### config.mk
export PLATFORM = sky130hd
export DESIGN_NAME = output_buffer_filler_flat
export DESIGN_NICKNAME = d
export VERILOG_FILES = /design/src/rtl/output_buffer_filler_pkg.sv /design/src/rtl/output_buffer_filler_if.sv /design/src/rtl/output_buffer_filler.sv /design/src/flat_wrapper.sv
export SDC_FILE = /design/constraint.sdc
export NUM_CORES = 1
export LEC_CHECK = 0
export ABC_CLOCK_PERIOD_IN_PS = 7300
export CAP_MARGIN = 0
export CORE_AREA = 5 5 485 487
export DETAILED_ROUTE_END_ITERATION = 8
export DIE_AREA = 0 0 490 492
export PLACE_DENSITY = 0.31
export SLEW_MARGIN = 20
export SYNTH_ARGS = -nofsm -noshare
export SYNTH_HDL_FRONTEND = slang
export SYNTH_SLANG_ARGS = --single-unit
### constraint.sdc
create_clock -name clk -period 7.3 [get_ports clk]
set_input_delay 1.46 -clock clk [delete_from_list [all_inputs] [get_ports clk]]
set_output_delay 1.46 -clock clk [all_outputs]
set_load 0.02 [all_outputs]
### src/rtl/output_buffer_filler_pkg.sv
// Shared types and constants for the output buffer filler.
//   VADDR_BITS : virtual address width of a host buffer
//   LEN_BITS   : byte-length width of buffer sizes and completion byte counts
//   BEAT_BYTES : bytes per data beat (power of two)
//   buffer_t   : host buffer descriptor {vaddr, size}
//   cmpl_t     : completion descriptor {vaddr, bytes, stream_end}
//   state_t    : filler FSM states
package output_buffer_filler_pkg;

    localparam int VADDR_BITS = 48;
    localparam int LEN_BITS   = 28;
    localparam int BEAT_BYTES = 64;
    localparam int DATA_BITS  = BEAT_BYTES * 8;

    localparam logic [LEN_BITS-1:0] BEAT_LEN  = LEN_BITS'(BEAT_BYTES);
    localparam logic [LEN_BITS-1:0] BEAT_MASK = ~(BEAT_LEN - 1'b1);

    typedef struct packed {
        logic [VADDR_BITS-1:0] vaddr;
        logic [LEN_BITS-1:0]   size;
    } buffer_t;

    typedef struct packed {
        logic [VADDR_BITS-1:0] vaddr;
        logic [LEN_BITS-1:0]   bytes;
        logic                  stream_end;
    } cmpl_t;

    typedef enum logic [1:0] {
        S_IDLE,
        S_FILL,
        S_DONE,
        S_FLUSH
    } state_t;

    // Only whole beats fit into a host buffer, so any partial tail is ignored.
    function automatic logic [LEN_BITS-1:0] beat_align(input logic [LEN_BITS-1:0] size);
        return size & BEAT_MASK;
    endfunction

endpackage

### src/rtl/output_buffer_filler_if.sv
// Handshake bundle around the output buffer filler.
//   buf_*  : descriptor channel from the memory config block
//   din_*  : incoming data beats
//   dout_* : outgoing data beats with their write address
//   cmpl_* : completion descriptors
// master = environment side, slave = filler side.
interface output_buffer_filler_if;
    import output_buffer_filler_pkg::*;

    logic                  buf_valid;
    logic                  buf_ready;
    buffer_t               buf_data;

    logic                  din_valid;
    logic                  din_ready;
    logic [DATA_BITS-1:0]  din_data;
    logic                  din_last;

    logic                  dout_valid;
    logic                  dout_ready;
    logic [DATA_BITS-1:0]  dout_data;
    logic                  dout_last;
    logic [VADDR_BITS-1:0] dout_addr;

    logic                  cmpl_valid;
    logic                  cmpl_ready;
    cmpl_t                 cmpl_data;

    modport master (
        output buf_valid, buf_data,
        input  buf_ready,
        output din_valid, din_data, din_last,
        input  din_ready,
        input  dout_valid, dout_data, dout_last, dout_addr,
        output dout_ready,
        input  cmpl_valid, cmpl_data,
        output cmpl_ready
    );

    modport slave (
        input  buf_valid, buf_data,
        output buf_ready,
        input  din_valid, din_data, din_last,
        output din_ready,
        output dout_valid, dout_data, dout_last, dout_addr,
        input  dout_ready,
        output cmpl_valid, cmpl_data,
        input  cmpl_ready
    );

endinterface

### src/rtl/output_buffer_filler.sv
// Maps an outgoing beat stream onto host buffers handed over by the memory
// config block. Every beat gets a virtual write address; a completion is
// emitted when a buffer fills up or the stream ends. A flush discards stale
// descriptors and reports how many were thrown away.
//   clk, rst      : clock, asynchronous active-high reset
//   flush_buffers : single-cycle flush request
//   flush_done    : single-cycle pulse when the flush drain finishes
//   dropped_bufs  : saturating count of discarded descriptors
//   bus           : descriptor / beat / completion handshakes (slave side)
module output_buffer_filler
    import output_buffer_filler_pkg::*;
(
    input  logic                  clk,
    input  logic                  rst,
    input  logic                  flush_buffers,
    output logic                  flush_done,
    output logic [15:0]           dropped_bufs,
    output_buffer_filler_if.slave bus
);

    state_t                state, state_nxt;
    logic [VADDR_BITS-1:0] vaddr_r, vaddr_nxt;
    logic [LEN_BITS-1:0]   size_r, size_nxt;
    logic [LEN_BITS-1:0]   offset_r, offset_nxt;
    cmpl_t                 cmpl_r, cmpl_nxt;
    logic                  flush_pend, flush_pend_nxt;
    logic                  drop_evt;

    logic                  buf_hs;
    logic                  beat_hs;
    logic                  cmpl_hs;
    logic [LEN_BITS-1:0]   offset_inc;
    logic [LEN_BITS-1:0]   size_aligned;

    // Descriptor accept is held low while reset is asserted, not just after it.
    assign bus.buf_ready  = !rst && ((state == S_IDLE) || (state == S_FLUSH));
    assign bus.din_ready  = (state == S_FILL) && bus.dout_ready;
    assign bus.dout_valid = (state == S_FILL) && bus.din_valid;
    assign bus.cmpl_valid = (state == S_DONE);

    assign bus.dout_data  = bus.din_data;
    assign bus.dout_last  = bus.din_last;
    assign bus.dout_addr  = vaddr_r + VADDR_BITS'(offset_r);
    assign bus.cmpl_data  = cmpl_r;

    assign buf_hs       = bus.buf_valid && bus.buf_ready;
    assign beat_hs      = bus.din_valid && bus.din_ready;
    assign cmpl_hs      = bus.cmpl_valid && bus.cmpl_ready;
    assign offset_inc   = offset_r + BEAT_LEN;
    assign size_aligned = beat_align(bus.buf_data.size);

    // Next-state logic: buffer capture, beat accounting, completion building
    // and flush handling. A flush that arrives once a buffer has taken data
    // is deferred until that buffer's completion has been handed off.
    always_comb begin
        state_nxt      = state;
        vaddr_nxt      = vaddr_r;
        size_nxt       = size_r;
        offset_nxt     = offset_r;
        cmpl_nxt       = cmpl_r;
        flush_pend_nxt = flush_pend;
        drop_evt       = 1'b0;
        flush_done     = 1'b0;

        case (state)
            S_IDLE: begin
                if (flush_buffers) begin
                    drop_evt  = buf_hs;
                    state_nxt = S_FLUSH;
                end else if (buf_hs) begin
                    vaddr_nxt  = bus.buf_data.vaddr;
                    size_nxt   = size_aligned;
                    offset_nxt = '0;
                    if (size_aligned == '0) begin
                        cmpl_nxt  = '{vaddr: bus.buf_data.vaddr, bytes: '0, stream_end: 1'b0};
                        state_nxt = S_DONE;
                    end else begin
                        state_nxt = S_FILL;
                    end
                end
            end

            S_FILL: begin
                // An untouched buffer can be discarded outright on flush.
                if (flush_buffers && (offset_r == '0) && !beat_hs) begin
                    drop_evt  = 1'b1;
                    state_nxt = S_FLUSH;
                end else begin
                    if (flush_buffers) begin
                        flush_pend_nxt = 1'b1;
                    end
                    if (beat_hs) begin
                        offset_nxt = offset_inc;
                        if ((offset_inc == size_r) || bus.din_last) begin
                            cmpl_nxt  = '{vaddr: vaddr_r, bytes: offset_inc, stream_end: bus.din_last};
                            state_nxt = S_DONE;
                        end
                    end
                end
            end

            S_DONE: begin
                if (flush_buffers) begin
                    flush_pend_nxt = 1'b1;
                end
                if (cmpl_hs) begin
                    state_nxt = (flush_pend || flush_buffers) ? S_FLUSH : S_IDLE;
                end
            end

            S_FLUSH: begin
                drop_evt = buf_hs;
                if (!bus.buf_valid) begin
                    flush_done     = 1'b1;
                    flush_pend_nxt = 1'b0;
                    state_nxt      = S_IDLE;
                end
            end

            default: begin
                state_nxt = S_IDLE;
            end
        endcase
    end

    // State and datapath registers; reset discards any in-flight buffer.
    always_ff @(posedge clk or posedge rst) begin
        if (rst) begin
            state      <= S_IDLE;
            vaddr_r    <= '0;
            size_r     <= '0;
            offset_r   <= '0;
            cmpl_r     <= '0;
            flush_pend <= 1'b0;
        end else begin
            state      <= state_nxt;
            vaddr_r    <= vaddr_nxt;
            size_r     <= size_nxt;
            offset_r   <= offset_nxt;
            cmpl_r     <= cmpl_nxt;
            flush_pend <= flush_pend_nxt;
        end
    end

    // Dropped-descriptor counter sticks at all-ones instead of wrapping.
    always_ff @(posedge clk or posedge rst) begin
        if (rst) begin
            dropped_bufs <= '0;
        end else if (drop_evt && (dropped_bufs != 16'hFFFF)) begin
            dropped_bufs <= dropped_bufs + 16'd1;
        end
    end

endmodule

### src/flat_wrapper.sv
// flat-port wrapper written by rule: the top's interface ports become plain ports
module output_buffer_filler_flat import output_buffer_filler_pkg::*;
  (clk, rst, flush_buffers, flush_done, dropped_bufs, bus_buf_valid, bus_buf_data, bus_buf_ready, bus_din_valid, bus_din_data, bus_din_last, bus_din_ready, bus_dout_valid, bus_dout_data, bus_dout_last, bus_dout_addr, bus_dout_ready, bus_cmpl_valid, bus_cmpl_data, bus_cmpl_ready);
  output_buffer_filler_if bus_i ();
  input  logic clk;
  input  logic rst;
  input  logic flush_buffers;
  output logic flush_done;
  output logic [15:0] dropped_bufs;
  input wire logic [$bits(bus_i.buf_valid)-1:0] bus_buf_valid;
  input wire logic [$bits(bus_i.buf_data)-1:0] bus_buf_data;
  output wire logic [$bits(bus_i.buf_ready)-1:0] bus_buf_ready;
  input wire logic [$bits(bus_i.din_valid)-1:0] bus_din_valid;
  input wire logic [$bits(bus_i.din_data)-1:0] bus_din_data;
  input wire logic [$bits(bus_i.din_last)-1:0] bus_din_last;
  output wire logic [$bits(bus_i.din_ready)-1:0] bus_din_ready;
  output wire logic [$bits(bus_i.dout_valid)-1:0] bus_dout_valid;
  output wire logic [$bits(bus_i.dout_data)-1:0] bus_dout_data;
  output wire logic [$bits(bus_i.dout_last)-1:0] bus_dout_last;
  output wire logic [$bits(bus_i.dout_addr)-1:0] bus_dout_addr;
  input wire logic [$bits(bus_i.dout_ready)-1:0] bus_dout_ready;
  output wire logic [$bits(bus_i.cmpl_valid)-1:0] bus_cmpl_valid;
  output wire logic [$bits(bus_i.cmpl_data)-1:0] bus_cmpl_data;
  input wire logic [$bits(bus_i.cmpl_ready)-1:0] bus_cmpl_ready;
  assign bus_i.buf_valid = bus_buf_valid;
  assign bus_i.buf_data = bus_buf_data;
  assign bus_buf_ready = bus_i.buf_ready;
  assign bus_i.din_valid = bus_din_valid;
  assign bus_i.din_data = bus_din_data;
  assign bus_i.din_last = bus_din_last;
  assign bus_din_ready = bus_i.din_ready;
  assign bus_dout_valid = bus_i.dout_valid;
  assign bus_dout_data = bus_i.dout_data;
  assign bus_dout_last = bus_i.dout_last;
  assign bus_dout_addr = bus_i.dout_addr;
  assign bus_i.dout_ready = bus_dout_ready;
  assign bus_cmpl_valid = bus_i.cmpl_valid;
  assign bus_cmpl_data = bus_i.cmpl_data;
  assign bus_i.cmpl_ready = bus_cmpl_ready;
  output_buffer_filler u_core (.clk(clk), .rst(rst), .flush_buffers(flush_buffers), .flush_done(flush_done), .dropped_bufs(dropped_bufs), .bus(bus_i));
endmodule
### Nets reached from selected ports

Bar = 100 µm.
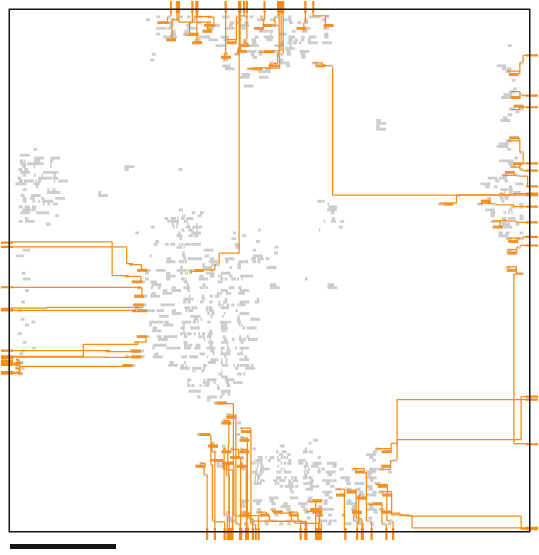
[orange] bus_cmpl_data | bits: 77 | direction: output | edge: 28 bottom, 18 top, 17 right, 14 left | end cells: 72 | buffers: 77 | wire: 5950 µm
port bufs: 224
I/O pin count: 1255

==> results.json <==
{
  "finalHoldViolCount": 0,
  "regToRegStartpoint": "u_core.offset_r[10]",
  "numPlacedInstances": 4178,
  "floorplan_net_count": 2089,
  "power.density_cell_area_nw_per_um2": 339,
  "antenna-diode-count": 2,
  "setup_viol_count_final": 0,
  "layout-area-overhead-vs-synth_pct": 18.4,
  "p_seq_share_pct": 30.4,
  "drv_cap": 0,
  "global_route_wire_length_before_repair_mm": 129,
  "ff_type": "dfrtp_1",
  "synth.area.mux_share_pct": 14.6,
  "hp-class": "reg2reg",
  "top_logic_kind": "buffers and inverters",
  "p_total_uw": 5800,
  "die_h_um": 492,
  "tap-cell-count": 3043,
  "top_area_cell_class": "combinational gates",
  "post_synth_inst_count": 1464,
  "groute.usage.overall_pct": 8.51,
  "postRouteWirelength_mm": 106,
  "fp-utilization_pct": 6.26,
  "post-synth-top-count-cell": "buf_4",
  "power_report.internal_total_uw": 3310,
  "most_area_hungry_cell_type_in_the_yosys_netlist": "dfrtp_1",
  "timing.clock.skew_ns": 0.0409,
  "achievable-frequency_mhz": 158,
  "worst-endpoint-required_ns": 5.84,
  "cts_max_path_buffers": 2,
  "worst_path_max_delay_cell": "clkdlybuf4s50_1",
  "worstSetupEndpoint": "bus_dout_addr[45]",
  "hpwl_after_detailed_placement_mm": 93.3,
  "dieArea_um2": 241000,
  "edf_count": 0,
  "number_of_flip_flops_under_the_largest_register_name": 72,
  "fillerInstances": 26900,
  "mappedNetlistArea_um2": 14500,
  "number_of_vias_after_detailed_routing": 9151,
  "worst_r2r_endpoint": "u_core.bus.cmpl_data[59]",
  "power.combinational.fraction_pct": 51.8,
  "detail_route.drc_violations": 0,
  "gp_congestion": 0.703,
  "p_leak_uw": 0.00602,
  "stdcell_count": 4211,
  "clk_pin_slew_ns": 0.09,
  "cts_inserted_buffers": 17,
  "wl_per_cell_um": 25.2,
  "timing.critical_path.arrival_ns": 4.87,
  "postSynth.asyncResetShare_pct": 100,
  "clock_tree_from_tritoncts": "done",
  "netlist_top_cells_count": "buf_4 (522), dfrtp_1 (183), mux2_2 (123), nand2_1 (63), xnor2_1 (50)",
  "critPathMaxStageDelay_ns": 0.70,
  "n_all_inverters": 25,
  "ys_sh_xor_pct": 5.44,
  "run_status": "complete, no violations"
}
### Sequential cells coloured by netlist name

Bar = 100 µm.
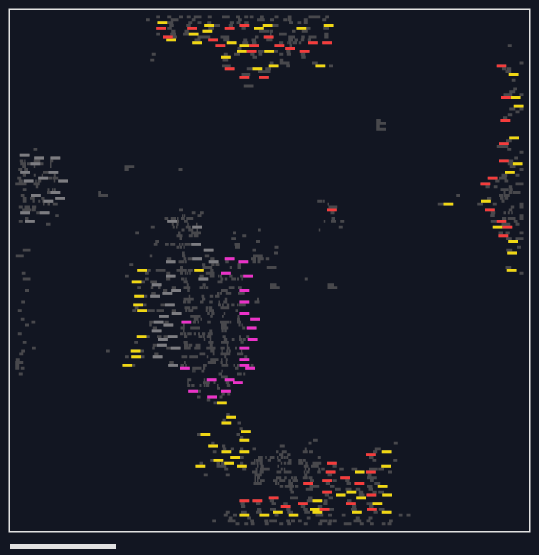
[yellow] u_core.bus.cmpl_data | sequential cells: 72 | where: widely spread
[magenta] u_core.offset_r | sequential cells: 22
[red] u_core.vaddr_r | sequential cells: 48
not coloured: 41
flop share of the area: 26.8%
utilization after layout: 7.40%
flip-flop and latch power: 1760 µW
area of all sequential standard cells: 4580 µm²

[layout by cell type, fill, tap and decap left out, types with 8 or more instances in the layout]
cell type	instances
clkdlybuf4s50_1	224
dfrtp_1	183
mux2_2	123
nand2_1	63
xnor2_1	50
o21ai_0	48
mux2_4	47
nor2_1	46
xor2_1	32
nand3_1	28
ha_1	28
a21oi_1	25
inv_1	24
buf_4	20
clkbuf_16	17
nor4_1	15
nor3_1	14
a22o_1	14
nand4_1	12
and3_1	11
o31ai_1	9
nand2b_1	8
o2bb2ai_1	8
[routing by layer]
layer	GRT usage, %	routed length [µm]	vias to the layer above
met2	14.4	51400	877
li1	-	-	3856
met3	9.35	24500	207
met4	2.57	2950	8
met5	0.516	199	-
met1	6.23	27100	4203
[power groups by stage]
stage	Sequential [µW]	Combinational, µW	Clock, µW
floorplan	1800	2080	0
global placement	1800	3110	0
detailed placement	1810	3110	0
CTS	1790	3120	1130
global route	1830	3230	1140
finish	1760	3010	1030
[critical path: cells and delay by family, from the launching register on]
family,cells,cell delay [ns]
DFF,1,0.49
adders and majority gates,1,0.36
xor gates and xnor gates,1,0.42
AOI/OAI and AO/OA,5,1.44
buffers and inverters,3,1.13
and+or+nand+nor,2,0.47
[through the flow]
step | setup WS, ns | utilization (%) | area [µm²] | hold slack, ns
2_1_floorplan | 0.868 | - | 14500 | 0.481
3_3_place_gp | 1.25 | 7.15 | 16500 | 0.474
3_5_place_dp | 1.25 | 7.15 | 16500 | 0.479
4_1_cts | 0.576 | 7.40 | 17100 | 0.502
5_1_grt | 0.560 | 7.40 | 17100 | 0.509
6_report | 0.965 | 7.40 | 17100 | 0.497
Power and IR drop assume default switching activity.
